--- src/rtl/program_sequencer_if.sv ---
// ---------------------------------------------------------------------------
// program_sequencer_if
// Run-control bundle between the program sequencer and its surroundings:
// the harness start/done handshake, the fetched instruction, and the control
// outputs to the core's PC, register file and data memory.
//
// Signals
//   start        harness -> seq   launch request (active low after arming)
//   instr        core    -> seq   instruction fetched at the current PC
//   pc_load      seq     -> core  one-cycle PC load pulse
//   pc_load_addr seq     -> core  base address of the selected program
//   commit_en    seq     -> core  PC advance / RF / DMEM write enable
//   done         seq     -> harn  current program has halted
//   busy         seq     -> harn  a program is running
//   prog_idx     seq     -> harn  current / most recent program index
//   all_done     seq     -> harn  sticky: program 2 has halted since reset
//   cycle_count  seq     -> harn  committed cycles of the current program
//
// Modports: slave = the sequencer, master = harness/core side driving it.
// ---------------------------------------------------------------------------
interface program_sequencer_if #(
  parameter int PC_W    = 10,
  parameter int INSTR_W = 9
);
  logic               start;
  logic [INSTR_W-1:0] instr;
  logic               pc_load;
  logic [PC_W-1:0]    pc_load_addr;
  logic               commit_en;
  logic               done;
  logic               busy;
  logic [1:0]         prog_idx;
  logic               all_done;
  logic [15:0]        cycle_count;

  modport slave (
    input  start, instr,
    output pc_load, pc_load_addr, commit_en, done, busy,
           prog_idx, all_done, cycle_count
  );

  modport master (
    output start, instr,
    input  pc_load, pc_load_addr, commit_en, done, busy,
           prog_idx, all_done, cycle_count
  );
endinterface

--- src/rtl/program_sequencer.sv ---
// ---------------------------------------------------------------------------
// program_sequencer
// Run controller for the single-cycle core. Owns the start/done handshake
// with the test harness and runs three programs at fixed instruction-memory
// bases in rotation (0 -> 1 -> 2 -> 0). For each program it loads the PC,
// enables architectural commit while the program runs and stops on the halt
// instruction, which itself does not commit.
//
// Ports
//   clk    in   clock
//   reset  in   asynchronous, active-high reset
//   bus    slave modport of program_sequencer_if (see that file)
//
// Optional feature
//   PROG_SEQ_CYCLE_COUNT_EN  when defined, builds a 16-bit saturating counter
//                            of committed cycles, cleared at each launch.
//                            When undefined, cycle_count is tied to zero.
// ---------------------------------------------------------------------------
module program_sequencer #(
  parameter int                  PC_W       = 10,
  parameter int                  INSTR_W    = 9,
  parameter logic [INSTR_W-1:0]  HALT_INSTR = 9'b010000000,
  parameter logic [PC_W-1:0]     PROG0_BASE = 10'd0,
  parameter logic [PC_W-1:0]     PROG1_BASE = 10'd256,
  parameter logic [PC_W-1:0]     PROG2_BASE = 10'd512
) (
  input  logic                  clk,
  input  logic                  reset,
  program_sequencer_if.slave    bus
);

  localparam logic [1:0] ST_ARMED  = 2'd0;
  localparam logic [1:0] ST_LAUNCH = 2'd1;
  localparam logic [1:0] ST_RUN    = 2'd2;
  localparam logic [1:0] ST_HALTED = 2'd3;

  logic [1:0] state_q,    state_d;
  logic [1:0] prog_idx_q, prog_idx_d;
  logic       all_done_q, all_done_d;
  logic       is_halt;

  assign is_halt = (bus.instr == HALT_INSTR);

  // NOTE: every variable assigned in an always_comb gets a default at the top
  // so no path leaves it unassigned and no latch is inferred.
  always_comb begin
    state_d    = state_q;
    prog_idx_d = prog_idx_q;
    all_done_d = all_done_q;
    case (state_q)
      ST_ARMED:  if (!bus.start) state_d = ST_LAUNCH;
      ST_LAUNCH: state_d = ST_RUN;
      ST_RUN: begin
        if (is_halt) begin
          state_d = ST_HALTED;
          if (prog_idx_q == 2'd2) all_done_d = 1'b1;
        end
      end
      ST_HALTED: begin
        // Acknowledge: release done and rotate to the next program.
        if (bus.start) begin
          state_d    = ST_ARMED;
          prog_idx_d = (prog_idx_q == 2'd2) ? 2'd0 : prog_idx_q + 2'd1;
        end
      end
      default: state_d = ST_ARMED;
    endcase
  end

  // NOTE: sequential state uses non-blocking assignments so every flop
  // samples pre-edge values regardless of statement order.
  always_ff @(posedge clk or posedge reset) begin
    if (reset) begin
      state_q    <= ST_ARMED;
      prog_idx_q <= 2'd0;
      all_done_q <= 1'b0;
    end else begin
      state_q    <= state_d;
      prog_idx_q <= prog_idx_d;
      all_done_q <= all_done_d;
    end
  end

  // Outputs decode the state register directly; only commit_en also looks
  // at the live instruction so the halt cycle never commits.
  assign bus.pc_load   = (state_q == ST_LAUNCH);
  assign bus.busy      = (state_q == ST_RUN);
  assign bus.done      = (state_q == ST_HALTED);
  assign bus.commit_en = (state_q == ST_RUN) && !is_halt;
  assign bus.prog_idx  = prog_idx_q;
  assign bus.all_done  = all_done_q;

  always_comb begin
    case (prog_idx_q)
      2'd1:    bus.pc_load_addr = PROG1_BASE;
      2'd2:    bus.pc_load_addr = PROG2_BASE;
      default: bus.pc_load_addr = PROG0_BASE;
    endcase
  end

`ifdef PROG_SEQ_CYCLE_COUNT_EN
  logic [15:0] cycle_count_q, cycle_count_d;

  always_comb begin
    cycle_count_d = cycle_count_q;
    if (state_q == ST_LAUNCH)
      cycle_count_d = 16'd0;
    else if (bus.commit_en && (cycle_count_q != 16'hFFFF))
      cycle_count_d = cycle_count_q + 16'd1;
  end

  always_ff @(posedge clk or posedge reset) begin
    if (reset) cycle_count_q <= 16'd0;
    else       cycle_count_q <= cycle_count_d;
  end

  assign bus.cycle_count = cycle_count_q;
`else
  assign bus.cycle_count = 16'd0;
`endif

endmodule

--- src/flat_wrapper.sv ---
// flat-port wrapper written by rule: the top's interface ports become plain ports
module program_sequencer_flat 
#(
  parameter int                  PC_W       = 10,
  parameter int                  INSTR_W    = 9,
  parameter logic [INSTR_W-1:0]  HALT_INSTR = 9'b010000000,
  parameter logic [PC_W-1:0]     PROG0_BASE = 10'd0,
  parameter logic [PC_W-1:0]     PROG1_BASE = 10'd256,
  parameter logic [PC_W-1:0]     PROG2_BASE = 10'd512
)
  (clk, reset, bus_start, bus_instr, bus_pc_load, bus_pc_load_addr, bus_commit_en, bus_done, bus_busy, bus_prog_idx, bus_all_done, bus_cycle_count);
  program_sequencer_if #(.PC_W(PC_W), .INSTR_W(INSTR_W)) bus_i ();
  input  logic clk;
  input  logic reset;
  input wire logic [$bits(bus_i.start)-1:0] bus_start;
  input wire logic [$bits(bus_i.instr)-1:0] bus_instr;
  output wire logic [$bits(bus_i.pc_load)-1:0] bus_pc_load;
  output wire logic [$bits(bus_i.pc_load_addr)-1:0] bus_pc_load_addr;
  output wire logic [$bits(bus_i.commit_en)-1:0] bus_commit_en;
  output wire logic [$bits(bus_i.done)-1:0] bus_done;
  output wire logic [$bits(bus_i.busy)-1:0] bus_busy;
  output wire logic [$bits(bus_i.prog_idx)-1:0] bus_prog_idx;
  output wire logic [$bits(bus_i.all_done)-1:0] bus_all_done;
  output wire logic [$bits(bus_i.cycle_count)-1:0] bus_cycle_count;
  assign bus_i.start = bus_start;
  assign bus_i.instr = bus_instr;
  assign bus_pc_load = bus_i.pc_load;
  assign bus_pc_load_addr = bus_i.pc_load_addr;
  assign bus_commit_en = bus_i.commit_en;
  assign bus_done = bus_i.done;
  assign bus_busy = bus_i.busy;
  assign bus_prog_idx = bus_i.prog_idx;
  assign bus_all_done = bus_i.all_done;
  assign bus_cycle_count = bus_i.cycle_count;
  program_sequencer #(.PC_W(PC_W), .INSTR_W(INSTR_W), .HALT_INSTR(HALT_INSTR), .PROG0_BASE(PROG0_BASE), .PROG1_BASE(PROG1_BASE), .PROG2_BASE(PROG2_BASE)) u_core (.clk(clk), .reset(reset), .bus(bus_i));
endmodule
--- config.mk ---
export PLATFORM = sky130hd
export DESIGN_NAME = program_sequencer_flat
export DESIGN_NICKNAME = d
export VERILOG_FILES = /design/src/rtl/program_sequencer_if.sv /design/src/rtl/program_sequencer.sv /design/src/flat_wrapper.sv
export SDC_FILE = /design/constraint.sdc
export NUM_CORES = 1
export LEC_CHECK = 0
export CAP_MARGIN = 20
export CORE_MARGIN = 2
export CORE_UTILIZATION = 30
export DETAILED_ROUTE_END_ITERATION = 6
export GPL_TIMING_DRIVEN = 0
export PLACE_DENSITY = 0.76
export SYNTH_ARGS = -nofsm -noshare
export SYNTH_HDL_FRONTEND = slang
export SYNTH_SLANG_ARGS = --single-unit
--- constraint.sdc ---
create_clock -name clk -period 1.65 [get_ports clk]
set_input_delay 0.2475 -clock clk [delete_from_list [all_inputs] [get_ports clk]]
set_output_delay 0.2475 -clock clk [all_outputs]
set_load 0.05 [all_outputs]
### Zoomed window

Window x 0 to 30, y 0 to 30 microns. Cells in grey, sequential cells in the stronger grey; small squares are vias.
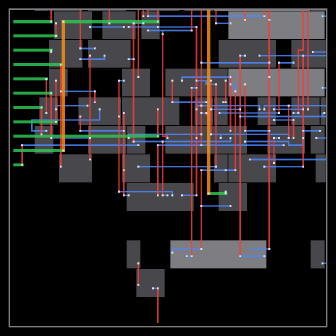
- orange: metal 4
- red: metal 2
- green: metal 3
- blue: metal 1
- cells with their middle in the window: 35
- netlist names of flops here include: u_core.state_q (2), u_core.bus.prog_idx (1)
- sequential cells in the window: 3
- most frequent: buf_4 (4), clkbuf_2 (3), dfrtp_1 (3)

==> results.toml <==
# physical design summary
[setup_path]
r2r_end = "u_core.state_q[0]"
timing.rr.start = "u_core.state_q[1]"
cp-endpoint = "bus_commit_en"
critPathMaxStageDelay_ps = 390
worstSetupPathDepth = 4
crit_path_top_delay_cell = "sky130_fd_sc_hd__clkdlybuf4s50_1"

[detailed_routing]
viasPerCell = 3.903
length_of_the_first_detailed_routing_pass_in_iterations = 1
wl_met1_microns = 389
drt-wirelength-per-cell_microns = 9.274
met3_length_microns = 165
first_iter_violations = 0

[finish]
stdcell_area_sq_um = 897.1
clock_buffers = 4
most_frequent_cells_in_the_layout = "sky130_fd_sc_hd__buf_4, sky130_fd_sc_hd__conb_1, sky130_fd_sc_hd__dlygate4sd2_1, sky130_fd_sc_hd__clkbuf_2, sky130_fd_sc_hd__dfrtp_1"
comb-cell-share_pct = 37.24
inverters = 4
finish.net_count = 125
logic_gates = 47
final_cell_count_no_fill = 124
layout.filler_cells = 176
n_antenna_cell = 0
proportion_of_layout_cells_with_a_drive_suffix_above_1_pct = 47.66

[final_timing]
finalSetupViolations = 0
slew_headroom_pct = 66.43
setup_ws_ps = 22.25
setup_total_negative_slack_ps = 0
fin_crit_sh_pct = 98.65
skew_ps = 2.704
final.hold.worst_slack_ps = 199.8
grt_setup_unrepaired = "no"
finalHoldViolations = 0

[power]
ir_worst_vdd_v = 0.0007101
p_clk_share_pct = 10.5
p_clk_mw = 0.146
sequentialPower_mw = 0.225

[grt]
global_route_wire_length_before_repair_mm = 1.642
grtUsageTotal_pct = 11.63
busiest_layer = "met2"

[die]
die_height_microns = 46.15
total_number_of_placement_rows = 15

[yosys]
ys_chip_area_sq_um = 533.0
synth-main-ff-cell = "sky130_fd_sc_hd__dfrtp_1"
post_synth_fa_ha_maj_area_fraction_pct = 11.74
netlist_instances = 57
synth.yosys.warnings = 0
synth.comb.largest_family = "buffers and inverters"
synth.top_cell.area_share_pct = 33.80
mux_share_pct = 4.225
most_used_standard_cells_in_the_synthesized_netlist = "sky130_fd_sc_hd__buf_4, sky130_fd_sc_hd__dfrtp_1, sky130_fd_sc_hd__ha_1"
synth_sequential_area_ratio_pct = 23.47
area_of_the_mapped_netlist_sq_um = 533.0
simple_gate_share_pct = 11.74

[cts]
postCtsResizedCells = 32
cts-root-to-sink-buffers = 2
clk_pin_slew_worst_paths_ps = 50
clk_root_buffer_cell = "sky130_fd_sc_hd__clkbuf_4"
cts_tree = "built"
cts_setup_buffers = 1
cts_hold_bufs = 0

[place]
buffer_ports.inserted = 20
gp_congestion = 0.7529
post-dp-hpwl_microns = 919.3

[outcome]
status = "finished clean"
### M1 wires

Bar = 10 microns. Cells faint in the background.
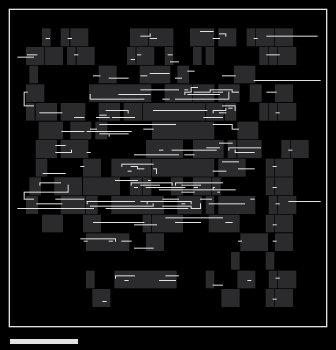
- nets with wire on the layer: 85
- share of all routed wire: 34%
- wire length on this layer: 389 microns
detailed-route via count: 484
total length of routed wires: 1.150 mm
met1 track demand over resource in global routing: 10.66%

